**Signal wires on met1**

Supply wires on this layer in grey.
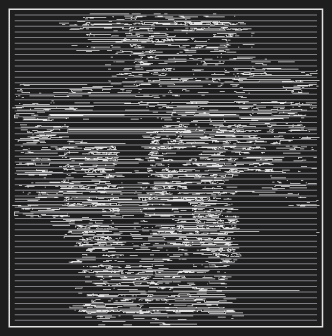
**M2 wires**

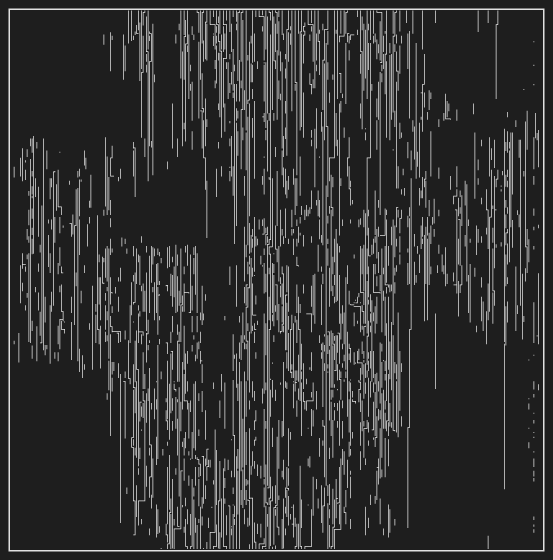
**M3 wires**

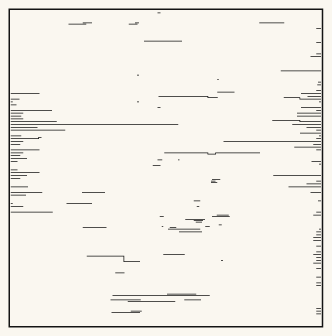
==> config.mk <==
export PLATFORM = sky130hd
export DESIGN_NAME = fll_cfg_slave
export DESIGN_NICKNAME = d
export VERILOG_FILES = /design/src/rtl/fll_cfg_slave.sv
export SDC_FILE = /design/constraint.sdc
export NUM_CORES = 1
export LEC_CHECK = 0
export CAP_MARGIN = 20
export CORE_AREA = 2 2 148 150
export CTS_CLUSTER_SIZE = 10
export DETAILED_ROUTE_END_ITERATION = 8
export DIE_AREA = 0 0 150 152
export DONT_BUFFER_PORTS = 1
export SYNTH_ARGS = -nofsm -noshare
export SYNTH_HDL_FRONTEND = slang
export SYNTH_SLANG_ARGS = --single-unit
==> constraint.sdc <==
create_clock -name HCLK -period 4.1 [get_ports HCLK]
set_input_delay 1.025 -clock HCLK [delete_from_list [all_inputs] [get_ports HCLK]]
set_output_delay 1.025 -clock HCLK [all_outputs]
set_load 0.05 [all_outputs]
==> src/rtl/fll_cfg_slave.sv <==
// fll_cfg_slave -- FLL-side responder for the 4-phase req/ack configuration
// handshake issued by the APB FLL bridge. Synchronizes req into the FLL
// reference-clock domain, serves the 4-entry config/status register file and
// runs the lock detector.
//
// Optional feature macro: FLL_CFG_INTEG_WR_EN
//   defined   : a write to register 3 pulses integ_load_o for one cycle and
//               presents data_i on integ_load_data_o (held afterwards).
//   undefined : writes to register 3 are acked and ignored; integ_load_o and
//               integ_load_data_o are tied to 0.
//
// Ports:
//   HCLK, HRESETn         reference clock, async active-low reset
//   req_i/wrn_i/add_i/data_i  request from the bridge (req_i asynchronous)
//   ack_o, r_data_o       registered acknowledge and read data
//   lock_o                registered lock indication
//   meas_cnt_i/meas_valid_i   measured DCO periods per ref period + strobe
//   integ_i               current loop integrator (readable at register 3)
//   integ_load_o/integ_load_data_o  integrator load strobe and value
//   mult_o, dco_code_o, clk_div_o, open_loop_o, mode_o  CFG1 fields
//   gain_o                CFG2[3:0]
module fll_cfg_slave #(
  parameter logic [31:0] CFG1_RST = 32'h0000_05F5,
  parameter logic [31:0] CFG2_RST = 32'h0040_0C44
) (
  input  logic        HCLK,
  input  logic        HRESETn,
  input  logic        req_i,
  input  logic        wrn_i,
  input  logic [1:0]  add_i,
  input  logic [31:0] data_i,
  output logic        ack_o,
  output logic [31:0] r_data_o,
  output logic        lock_o,
  input  logic [15:0] meas_cnt_i,
  input  logic        meas_valid_i,
  input  logic [31:0] integ_i,
  output logic        integ_load_o,
  output logic [31:0] integ_load_data_o,
  output logic [15:0] mult_o,
  output logic [9:0]  dco_code_o,
  output logic [3:0]  clk_div_o,
  output logic        open_loop_o,
  output logic        mode_o,
  output logic [3:0]  gain_o
);

  typedef enum logic {IDLE, ACK} state_e;

  state_e      state_q;
  logic        req_meta_q, req_s_q;
  logic        ack_q, lock_q, lock_d;
  logic [31:0] r_data_q, rd_mux;
  logic [31:0] cfg1_q, cfg2_q;
  logic [15:0] meas_q;
  logic [5:0]  hit_q, hit_d, miss_q, miss_d;
  logic [5:0]  hit_inc, miss_inc, assert_thr, deassert_thr;
  logic [16:0] diff;
  logic        in_tol;

  // Two-flop synchronizer for the asynchronous request.
  always_ff @(posedge HCLK or negedge HRESETn) begin
    if (!HRESETn) begin
      req_meta_q <= 1'b0;
      req_s_q    <= 1'b0;
    end else begin
      req_meta_q <= req_i;
      req_s_q    <= req_meta_q;
    end
  end

  always_comb begin
    rd_mux = 32'h0;
    case (add_i)
      2'd0: rd_mux = {15'h0, lock_q, meas_q};
      2'd1: rd_mux = cfg1_q;
      2'd2: rd_mux = cfg2_q;
      2'd3: rd_mux = integ_i;
      default: rd_mux = 32'h0;
    endcase
  end

`ifdef FLL_CFG_INTEG_WR_EN
  logic        integ_load_q;
  logic [31:0] integ_load_data_q;
`endif

  // Handshake FSM: the access is executed on the IDLE->ACK edge, so read data
  // and register updates are in place by the time ack_o is seen high.
  always_ff @(posedge HCLK or negedge HRESETn) begin
    if (!HRESETn) begin
      state_q  <= IDLE;
      ack_q    <= 1'b0;
      r_data_q <= 32'h0;
      cfg1_q   <= CFG1_RST;
      cfg2_q   <= {4'h0, CFG2_RST[27:0]};
`ifdef FLL_CFG_INTEG_WR_EN
      integ_load_q      <= 1'b0;
      integ_load_data_q <= 32'h0;
`endif
    end else begin
`ifdef FLL_CFG_INTEG_WR_EN
      integ_load_q <= 1'b0;
`endif
      case (state_q)
        IDLE: begin
          if (req_s_q) begin
            state_q <= ACK;
            ack_q   <= 1'b1;
            if (wrn_i) begin
              r_data_q <= rd_mux;
            end else begin
              case (add_i)
                2'd1: cfg1_q <= data_i;
                2'd2: cfg2_q <= {4'h0, data_i[27:0]};
`ifdef FLL_CFG_INTEG_WR_EN
                2'd3: begin
                  integ_load_q      <= 1'b1;
                  integ_load_data_q <= data_i;
                end
`endif
                default: ;
              endcase
            end
          end
        end
        ACK: begin
          if (!req_s_q) begin
            state_q <= IDLE;
            ack_q   <= 1'b0;
          end
        end
        default: state_q <= IDLE;
      endcase
    end
  end

`ifdef FLL_CFG_INTEG_WR_EN
  assign integ_load_o      = integ_load_q;
  assign integ_load_data_o = integ_load_data_q;
`else
  assign integ_load_o      = 1'b0;
  assign integ_load_data_o = 32'h0;
`endif

  // Lock detector. Uses registered mult/tol, so a CFG write landing in the
  // same cycle as a strobe only affects later evaluations.
  always_comb begin
    if (meas_cnt_i >= mult_o) diff = {1'b0, meas_cnt_i} - {1'b0, mult_o};
    else                      diff = {1'b0, mult_o} - {1'b0, meas_cnt_i};
  end

  assign in_tol       = (diff <= {5'h0, cfg2_q[27:16]});
  assign assert_thr   = (cfg2_q[9:4]   == 6'd0) ? 6'd1 : cfg2_q[9:4];
  assign deassert_thr = (cfg2_q[15:10] == 6'd0) ? 6'd1 : cfg2_q[15:10];
  assign hit_inc      = (hit_q  == 6'd63) ? hit_q  : hit_q  + 6'd1;
  assign miss_inc     = (miss_q == 6'd63) ? miss_q : miss_q + 6'd1;

  always_comb begin
    lock_d = lock_q;
    hit_d  = hit_q;
    miss_d = miss_q;
    if (open_loop_o) begin
      lock_d = 1'b0;
      hit_d  = 6'd0;
      miss_d = 6'd0;
    end else if (meas_valid_i) begin
      if (!lock_q) begin
        if (!in_tol)                   hit_d = 6'd0;
        else if (hit_inc >= assert_thr) begin
          lock_d = 1'b1;
          hit_d  = 6'd0;
        end else                       hit_d = hit_inc;
      end else begin
        if (in_tol)                       miss_d = 6'd0;
        else if (miss_inc >= deassert_thr) begin
          lock_d = 1'b0;
          miss_d = 6'd0;
        end else                          miss_d = miss_inc;
      end
    end
  end

  always_ff @(posedge HCLK or negedge HRESETn) begin
    if (!HRESETn) begin
      lock_q <= 1'b0;
      hit_q  <= 6'd0;
      miss_q <= 6'd0;
      meas_q <= 16'h0;
    end else begin
      lock_q <= lock_d;
      hit_q  <= hit_d;
      miss_q <= miss_d;
      if (meas_valid_i) meas_q <= meas_cnt_i;
    end
  end

  assign ack_o       = ack_q;
  assign r_data_o    = r_data_q;
  assign lock_o      = lock_q;
  assign mult_o      = cfg1_q[15:0];
  assign dco_code_o  = cfg1_q[25:16];
  assign clk_div_o   = cfg1_q[29:26];
  assign open_loop_o = cfg1_q[30];
  assign mode_o      = cfg1_q[31];
  assign gain_o      = cfg2_q[3:0];

endmodule

==> run summary <==
fresh numbers from the pnr run: final hold vios 0, number of enable flip-flop cells 0, Vias/cell 5.29, startpoint types input port, most frequent cells in the layout dfrtp_1, mux2_2, buf_4, inv_1, final hold slack 0.309 ns, Commonest flop dfrtp_1, setup ws final -0.370 ns, Power Total 5.67 mW, slowest stage delay, CP 0.40 ns, xor/xnor share 1.62%, layout cells sized above 1 34.3%, vias in the first global route 6,051, DRC 0, Wirelength per Cell 18.8 µm, # IOs 190, 1st-iter DRT viols 297, failing checks negative setup slack, Root Buffer clkbuf_16, 1st-pass router iterations 5, Die Ht 152 µm, antenna violations before repair 1, Finished Layout Cells 1,135, Crit path top cell by count buf_4, Worst-Skew Late Latency 0.42 ns, total grt overflow 0, vias 6,005, Crit. path cell count 21, Synth flops 125, LEAKAGE 4.48 nW, CTS Buf Count 17, VDD IR max 293 µV, Die Wd 150 µm, register share after synthesis 38.7%, status complete, but fails checks, Max Slew Vio Count 0, setup violators final 13
Notes on 'signal wires on met1' above:
The longest straight run is 58.9 µm. The layer holds 44% of the routed length. The layer carries 9,350 µm of wire. The wires run mostly horizontal.

Notes on 'M2 wires' above:
The layer holds 49% of the routed length. 843 nets have wire on it.

Notes on 'M3 wires' above:
The layer holds 5.1% of the routed length. The layer carries 1,100 µm of wire. The longest straight run is 80.3 µm. 117 nets have wire on it.

[worst register-to-register path, delay by kind of cell (launching register included)]
kind            cells  cell delay [ns]
simple gates        1             0.08
compound gates     12             2.31
xor+xnor            1             0.09
fa+ha+maj           2             0.54
buf+inv             3             0.41
mux                 1             0.27
flops               1             0.58
[synth_stat cells, drive strengths merged (5+ instances only)]
master,number
nand2b,7
nor3,5
dfrtp,112
a21o,10
o21ai,48
a21oi,33
a22oi,11
nor2b,8
a31oi,7
mux4,17
mux2,96
a32o,10
nand3,17
buf,47
mux2i,14
nor2,20
o21a,6
nand2,51
clkbuf,23
inv,65
and2,5
dfstp,13
ha,58
xnor2,11
and3,7
[how the worst min path moves through the flow]
| stage | start | end | slack, ns | cells past startpoint |
|---|---|---|---|---|
| after global placement | req_meta_q$_DFF_PN0_ | req_s_q$_DFF_PN0_ | 0.34 | 0 |
| after global routing | HRESETn | meas_q[0]$_DFFE_PN0P_ | 0.28 | 0 |
| after detailed placement | req_meta_q$_DFF_PN0_ | req_s_q$_DFF_PN0_ | 0.34 | 0 |
| after CTS | HRESETn | cfg1_q[20]$_DFFE_PN0P_ | 0.28 | 0 |
| final | HRESETn | ack_o$_DFFE_PN0P_ | 0.31 | 0 |
| after floorplan | req_meta_q$_DFF_PN0_ | req_s_q$_DFF_PN0_ | 0.33 | 0 |
[repair_timing]
item                       in CTS  in global routing
setup buffers                   4                  4
setup endpoints to repair      13                 13
hold buffers                    0                  0
pin swaps                      11                  7
gates resized                  12                  8
[power breakdown]
part / leakage [nW] / switching, mW / internal [mW]
clock network: 0.277 / 0.601 / 0.890
logic: 2.67 / 1.05 / 0.994
registers: 1.53 / 0.651 / 1.48
[kinds of logic after synthesis]
logic type / count (synthesis)
compound gates: 164
xor+xnor: 15
fa+ha+maj: 60
buf+inv: 135
flops: 125
mux: 127
other cells: 1
simple gates: 138
[through the flow]
stage	cell area [µm²]	util (%)	setup TNS (ns)
3_5_place_dp	8940	41.9	-10.62
5_1_grt	9660	45.2	-6.78
6_report	9660	45.2	-4.20
2_1_floorplan	8380	-	-9.84
4_1_cts	9600	44.9	-4.07
3_3_place_gp	8940	41.9	-10.28
[sequential cells by signal (all words and copies together) (netlist names)]
signal      cells
state_q         1
req_s_q         1
lock_o          1
r_data_o       32
req_meta_q      1
cfg1_q         32
ack_o           1
meas_q         16
hit_q           6
miss_q          6
cfg2_q         28
[layer usage]
metal  vias to the layer above  part of all wire (%)  wire length [µm]  GRT usage (%)
li1                       2835                     -                 -              -
met1                      2971                    44              9350           25.0
met2                       176                    49             10500           31.7
met3                        23                   5.1              1100           4.86
met4                         0                   1.7               360           5.26
met5                         -                     0                 0              0
[final cells by class]
type,count,area [µm²]
fill,2013,11700
multi-input combinational,537,4590
sequential,125,3140
timing repair buffer,95,721
clock buffer,21,470
tap,280,350
inverter,65,267
clock inverter,11,113
antenna,1,2.50
No activity file was given, so power comes from the tool's default toggle rates.
